--- src/rtl/au_sequencer.sv ---
// au_sequencer: fetches register-file operands for one micro-op, hands them to the
// sign-magnitude AU, waits for its done pulse and writes the result back.
// Optional watchdog on the WAIT state is built when AUSEQ_TIMEOUT_EN is defined.
module au_sequencer #(
    parameter int W       = 24,
    parameter int FRAC    = 14,
    parameter int NREG    = 16,
    parameter int TIMEOUT = 64,
    localparam int AW     = $clog2(NREG),
    localparam int IW     = 6 + 3 * AW
) (
    input  logic          i_clk,
    input  logic          i_rst,
    input  logic          i_instr_valid,
    output logic          o_instr_ready,
    input  logic [IW-1:0] i_instr,
    input  logic          i_rf_we,
    input  logic [AW-1:0] i_rf_waddr,
    input  logic [W-1:0]  i_rf_wdata,
    input  logic [AW-1:0] i_rf_raddr,
    output logic [W-1:0]  o_rf_rdata,
    output logic          o_au_start,
    output logic [W-1:0]  o_au_R,
    output logic [W-1:0]  o_au_S,
    output logic [W-1:0]  o_au_Iimm,
    output logic [1:0]    o_au_op_sel,
    output logic [1:0]    o_au_mul_y_sel,
    input  logic [W-1:0]  i_au_result,
    input  logic          i_au_done,
    input  logic          i_au_busy,
    output logic          o_seq_busy,
    output logic          o_wb_pulse,
    output logic          o_err_timeout
);

    typedef enum logic [1:0] {
        S_IDLE  = 2'd0,
        S_ISSUE = 2'd1,
        S_WAIT  = 2'd2
    } state_t;

    // Magnitude of +1.0 in the fixed-point format.
    localparam logic [W-2:0] ONE_MAG = {{(W - 2 - FRAC){1'b0}}, 1'b1, {FRAC{1'b0}}};

    state_t        r_state;
    state_t        w_next;
    logic [IW-1:0] r_instr;
    logic [W-1:0]  r_au_R;
    logic [W-1:0]  r_au_S;
    logic [W-1:0]  r_rdata;
    logic          r_wb;
    logic [W-1:0]  r_rf [NREG];

    logic          w_accept;
    logic          w_wb;
    logic          w_wd_expire;
    logic [1:0]    w_op;
    logic [1:0]    w_muly;
    logic [1:0]    w_imm;
    logic [AW-1:0] w_dst;
    logic [AW-1:0] w_srca;
    logic [AW-1:0] w_srcb;
    logic [W-1:0]  w_rf_a;
    logic [W-1:0]  w_rf_b;
    logic [W-1:0]  w_iimm;
    logic          w_unused;

    assign w_op   = r_instr[IW-1 -: 2];
    assign w_muly = r_instr[IW-3 -: 2];
    assign w_imm  = r_instr[IW-5 -: 2];
    assign w_dst  = r_instr[3*AW-1 -: AW];
    assign w_srca = r_instr[2*AW-1 -: AW];
    assign w_srcb = r_instr[AW-1:0];

    assign w_rf_a = r_rf[w_srca];
    assign w_rf_b = r_rf[w_srcb];

    // ------------------------------------------------------------------ FSM
    always_ff @(posedge i_clk) begin
        if (i_rst) begin
            r_state <= S_IDLE;
        end else begin
            r_state <= w_next;
        end
    end

    always_comb begin
        w_next        = r_state;
        o_instr_ready = 1'b0;
        o_au_start    = 1'b0;
        w_wb          = 1'b0;
        case (r_state)
            S_IDLE: begin
                o_instr_ready = 1'b1;
                if (i_instr_valid) begin
                    w_next = S_ISSUE;
                end
            end
            S_ISSUE: begin
                o_au_start = 1'b1;
                w_next     = S_WAIT;
            end
            S_WAIT: begin
                if (i_au_done) begin
                    // Reset must not let an in-flight result reach the register file.
                    w_wb   = ~i_rst;
                    w_next = S_IDLE;
                end else if (w_wd_expire) begin
                    w_next = S_IDLE;
                end
            end
            default: w_next = S_IDLE;
        endcase
    end

    assign w_accept   = i_instr_valid & o_instr_ready;
    assign o_seq_busy = (r_state != S_IDLE);

    // ------------------------------------------------------- operands / controls
    always_ff @(posedge i_clk) begin
        if (i_rst) begin
            r_instr <= '0;
            r_au_R  <= '0;
            r_au_S  <= '0;
            r_wb    <= 1'b0;
        end else begin
            r_wb <= w_wb;
            if (w_accept) begin
                r_instr <= i_instr;
            end
            if (r_state == S_ISSUE) begin
                r_au_R <= w_rf_a;
                r_au_S <= w_rf_b;
            end
        end
    end

    // Operands come straight from the register file during ISSUE so that a write
    // committed on the accept edge is still seen; the captured copy holds them in WAIT.
    assign o_au_R = (r_state == S_ISSUE) ? w_rf_a : r_au_R;
    assign o_au_S = (r_state == S_ISSUE) ? w_rf_b : r_au_S;

    always_comb begin
        w_iimm = '0;
        case (w_imm)
            2'b01:   w_iimm = {1'b0, ONE_MAG};
            2'b10:   w_iimm = {1'b1, ONE_MAG};
            default: w_iimm = '0;
        endcase
    end

    assign o_au_Iimm      = w_iimm;
    assign o_au_op_sel    = w_op;
    assign o_au_mul_y_sel = w_muly;
    assign o_wb_pulse     = r_wb;

    // -------------------------------------------------------- register file
    // On an address collision the AU writeback takes precedence over the host.
    always_ff @(posedge i_clk) begin
        if (w_wb) begin
            r_rf[w_dst] <= i_au_result;
        end
        if (i_rf_we && !(w_wb && (i_rf_waddr == w_dst))) begin
            r_rf[i_rf_waddr] <= i_rf_wdata;
        end
    end

    always_ff @(posedge i_clk) begin
        if (i_rst) begin
            r_rdata <= '0;
        end else begin
            r_rdata <= r_rf[i_rf_raddr];
        end
    end

    assign o_rf_rdata = r_rdata;

    // ------------------------------------------------------------ watchdog
`ifdef AUSEQ_TIMEOUT_EN
    localparam int CW = (TIMEOUT > 1) ? $clog2(TIMEOUT) : 1;

    logic [CW-1:0] r_wd;
    logic          r_err;

    assign w_wd_expire = (r_wd == CW'(TIMEOUT - 1));

    always_ff @(posedge i_clk) begin
        if (i_rst) begin
            r_wd  <= '0;
            r_err <= 1'b0;
        end else begin
            if (r_state == S_ISSUE) begin
                r_wd <= '0;
            end else if (r_state == S_WAIT && !i_au_done) begin
                r_wd <= r_wd + 1'b1;
                if (w_wd_expire) begin
                    r_err <= 1'b1;
                end
            end
        end
    end

    assign o_err_timeout = r_err;
    assign w_unused      = i_au_busy;
`else
    assign w_wd_expire   = 1'b0;
    assign o_err_timeout = 1'b0;
    assign w_unused      = i_au_busy ^ (^8'(TIMEOUT));
`endif

endmodule

--- config.mk ---
export PLATFORM = sky130hd
export DESIGN_NAME = au_sequencer
export DESIGN_NICKNAME = d
export VERILOG_FILES = /design/src/rtl/au_sequencer.sv
export SDC_FILE = /design/constraint.sdc
export NUM_CORES = 1
export LEC_CHECK = 0
export CORE_MARGIN = 2
export CORE_UTILIZATION = 55
export CTS_CLUSTER_DIAMETER = 30
export DETAILED_ROUTE_END_ITERATION = 10
export MAX_ROUTING_LAYER = met4
export PLACE_DENSITY = 0.76
export SYNTH_ARGS = -nofsm -noshare
export SYNTH_HDL_FRONTEND = slang
export SYNTH_SLANG_ARGS = --single-unit
--- constraint.sdc ---
create_clock -name i_clk -period 4.7 [get_ports i_clk]
set_clock_uncertainty 0.1 [all_clocks]
set_input_delay 0.47 -clock i_clk [delete_from_list [all_inputs] [get_ports i_clk]]
set_output_delay 0.47 -clock i_clk [all_outputs]
set_load 0.02 [all_outputs]
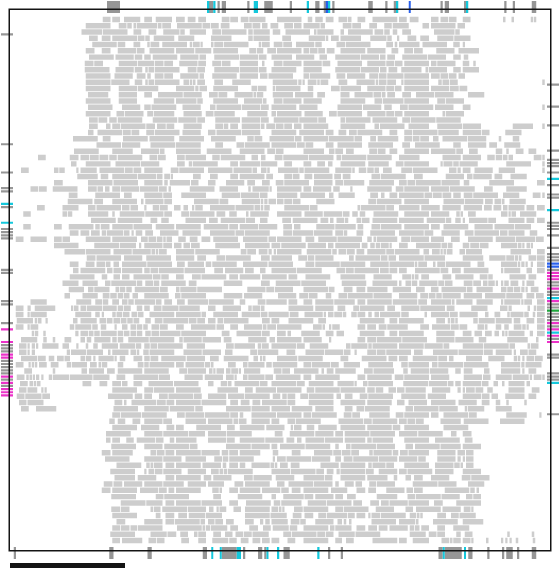
pins.png
The bar under the picture is 50 um long. Pins as bars across the die edge, other pins in grey.
- i_rf_raddr: blue (pins 4; direction input; edge 2 top, 2 right)
- o_au_S: cyan (pins 24; direction output; edge 9 bottom, 8 top, 5 right, 2 left)
- i_instr: magenta (pins 18; direction input; edge 9 right, 9 left)
- o_seq_busy: green (pins 1; direction output; edge right)
- all pins by edge: 54 right, 52 bottom, 43 top, 36 left

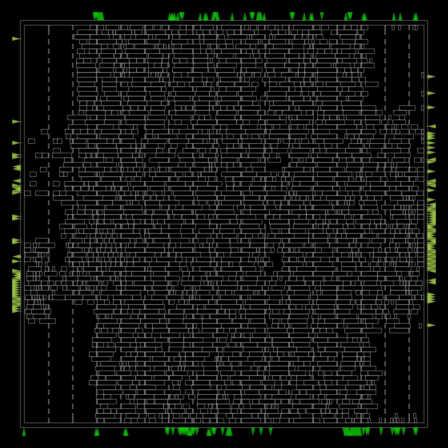
final_placement.png
final non-filler cell total: 2,912
sequential cells: 485
fin util: 67.0%
TAP cells: 688
Seq/total area: 38.7%

==> flow_summary.ini <==
; generated from flow reports
[critical_path]
r2r_end = r_rf[8][19]
rr_worst_depth = 7
rrSetupSlack_ns = 1.50

[synthesis]
synthCells = 2016
xor_share_pct = 0.0904
edf_count = 384
synthFlopType = edfxtp_1
ys.flops = 485
simple_gate_area_share_pct = 4.22

[job]
cap_violations = 0

[die]
die_w_um = 234
io_pins = 185

[final_layout]
largestClassByArea = multi-input combinational cells
diodes = 6
design_area_sq_um = 35100
final_cell_mix = 384 x edfxtp_1, 257 x mux4_2, 199 x mux2_2
layout_top_cell = edfxtp_1
comb_share_pct = 41.3
signal_buffers = 257
drive_gt1_share_pct = 35.6

[route]
drtAntennaViolNets = 0
wirelength_mm = 103
wl_met1_mm = 34.2
detail_route.iter0.violations = 3998
wl_met3_mm = 18.0

[sta]
post-route-period-util_pct = 88.6
finalMaxSlewViolations = 0
grt_setup_unrepaired = no
hold_viol = 0
period_needed_ns = 4.16

[clock_network]
clk_pin_slew_ns = 0.06
cts_tree = built
htreeDepth = 3

[placement]
portBuffers = 160

[global_routing]
met1_usage_pct = 48.2
overflow = 0
antenna_found_initial = 5

[worst_hold_path]
hp-class = in2reg

[run_status]
status = complete, no violations

[pwr]
power.total_mw = 14.1
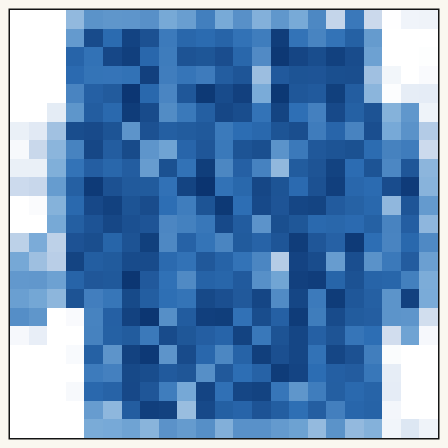
density.png
23 x 23 tiles, from white (low) to dark blue (high), 0 to 100% covered.
- fullest tile: 98%
- nearly empty tiles: 11%
- mean over tiles: 63%
- tiles over 75% full: 49%
- emptiest ninth of the die: bottom left

-- metrics by stage --
step	worst slack, ns	utilization [%]	hold WS, ns
final	0.537	67.0	0.0825
after CTS	0.535	66.9	0.0559
after global routing	0.450	67.0	0.0778
after global placement	0.605	60.0	0.333
after floorplan	1.08	-	0.336
after detailed placement	0.537	60.0	0.347
-- worst max-delay path: cells and delay by family, from the launching register on --
family / cells / cell delay (ns)
buffers and inverters: 2 / 1.03
flip-flops: 1 / 0.85
multiplexers: 2 / 0.75
AND-OR/OR-AND: 1 / 0.28
-- flip-flops by register name, indices dropped and copies added, names as in the netlist, named ones only --
| register | count |
|---|---|
| r_instr | 18 |
| r_au_R | 24 |
| o_wb_pulse | 1 |
| o_rf_rdata | 24 |
| r_state | 2 |
| r_au_S | 24 |
| r_rf | 384 |
-- cell families (layout without fill, tap and decap cells) --
logic type	after synthesis	in the layout
xor gates and xnor gates	3	3
buffers and inverters	286	466
adders and majority gates	1	1
AOI/OAI and AO/OA	376	376
DFF	485	485
and+or+nand+nor	250	250
muxes	614	614
other	1	29
-- cell usage after synthesis, types with 6 or more instances --
master,number,share of area (%)
o21bai_1,8,0.21
dfxtp_1,101,7.0
buf_2,60,1.0
nor2b_1,51,1.1
mux2_1,19,0.74
buf_1,32,0.41
mux2_2,199,7.7
inv_1,9,0.12
mux2i_1,139,4.8
and3_1,26,0.56
edfxtp_1,384,40
a211oi_2,6,0.26
nand2_1,123,1.6
a21oi_1,35,0.60
buf_4,45,1.2
o211ai_1,30,0.77
o21ai_0,26,0.45
nand2b_1,7,0.15
mux4_2,257,20
o221ai_1,49,1.5
nor2_1,20,0.26
a22oi_1,17,0.44
a32o_1,192,6.6
clkbuf_1,137,1.8
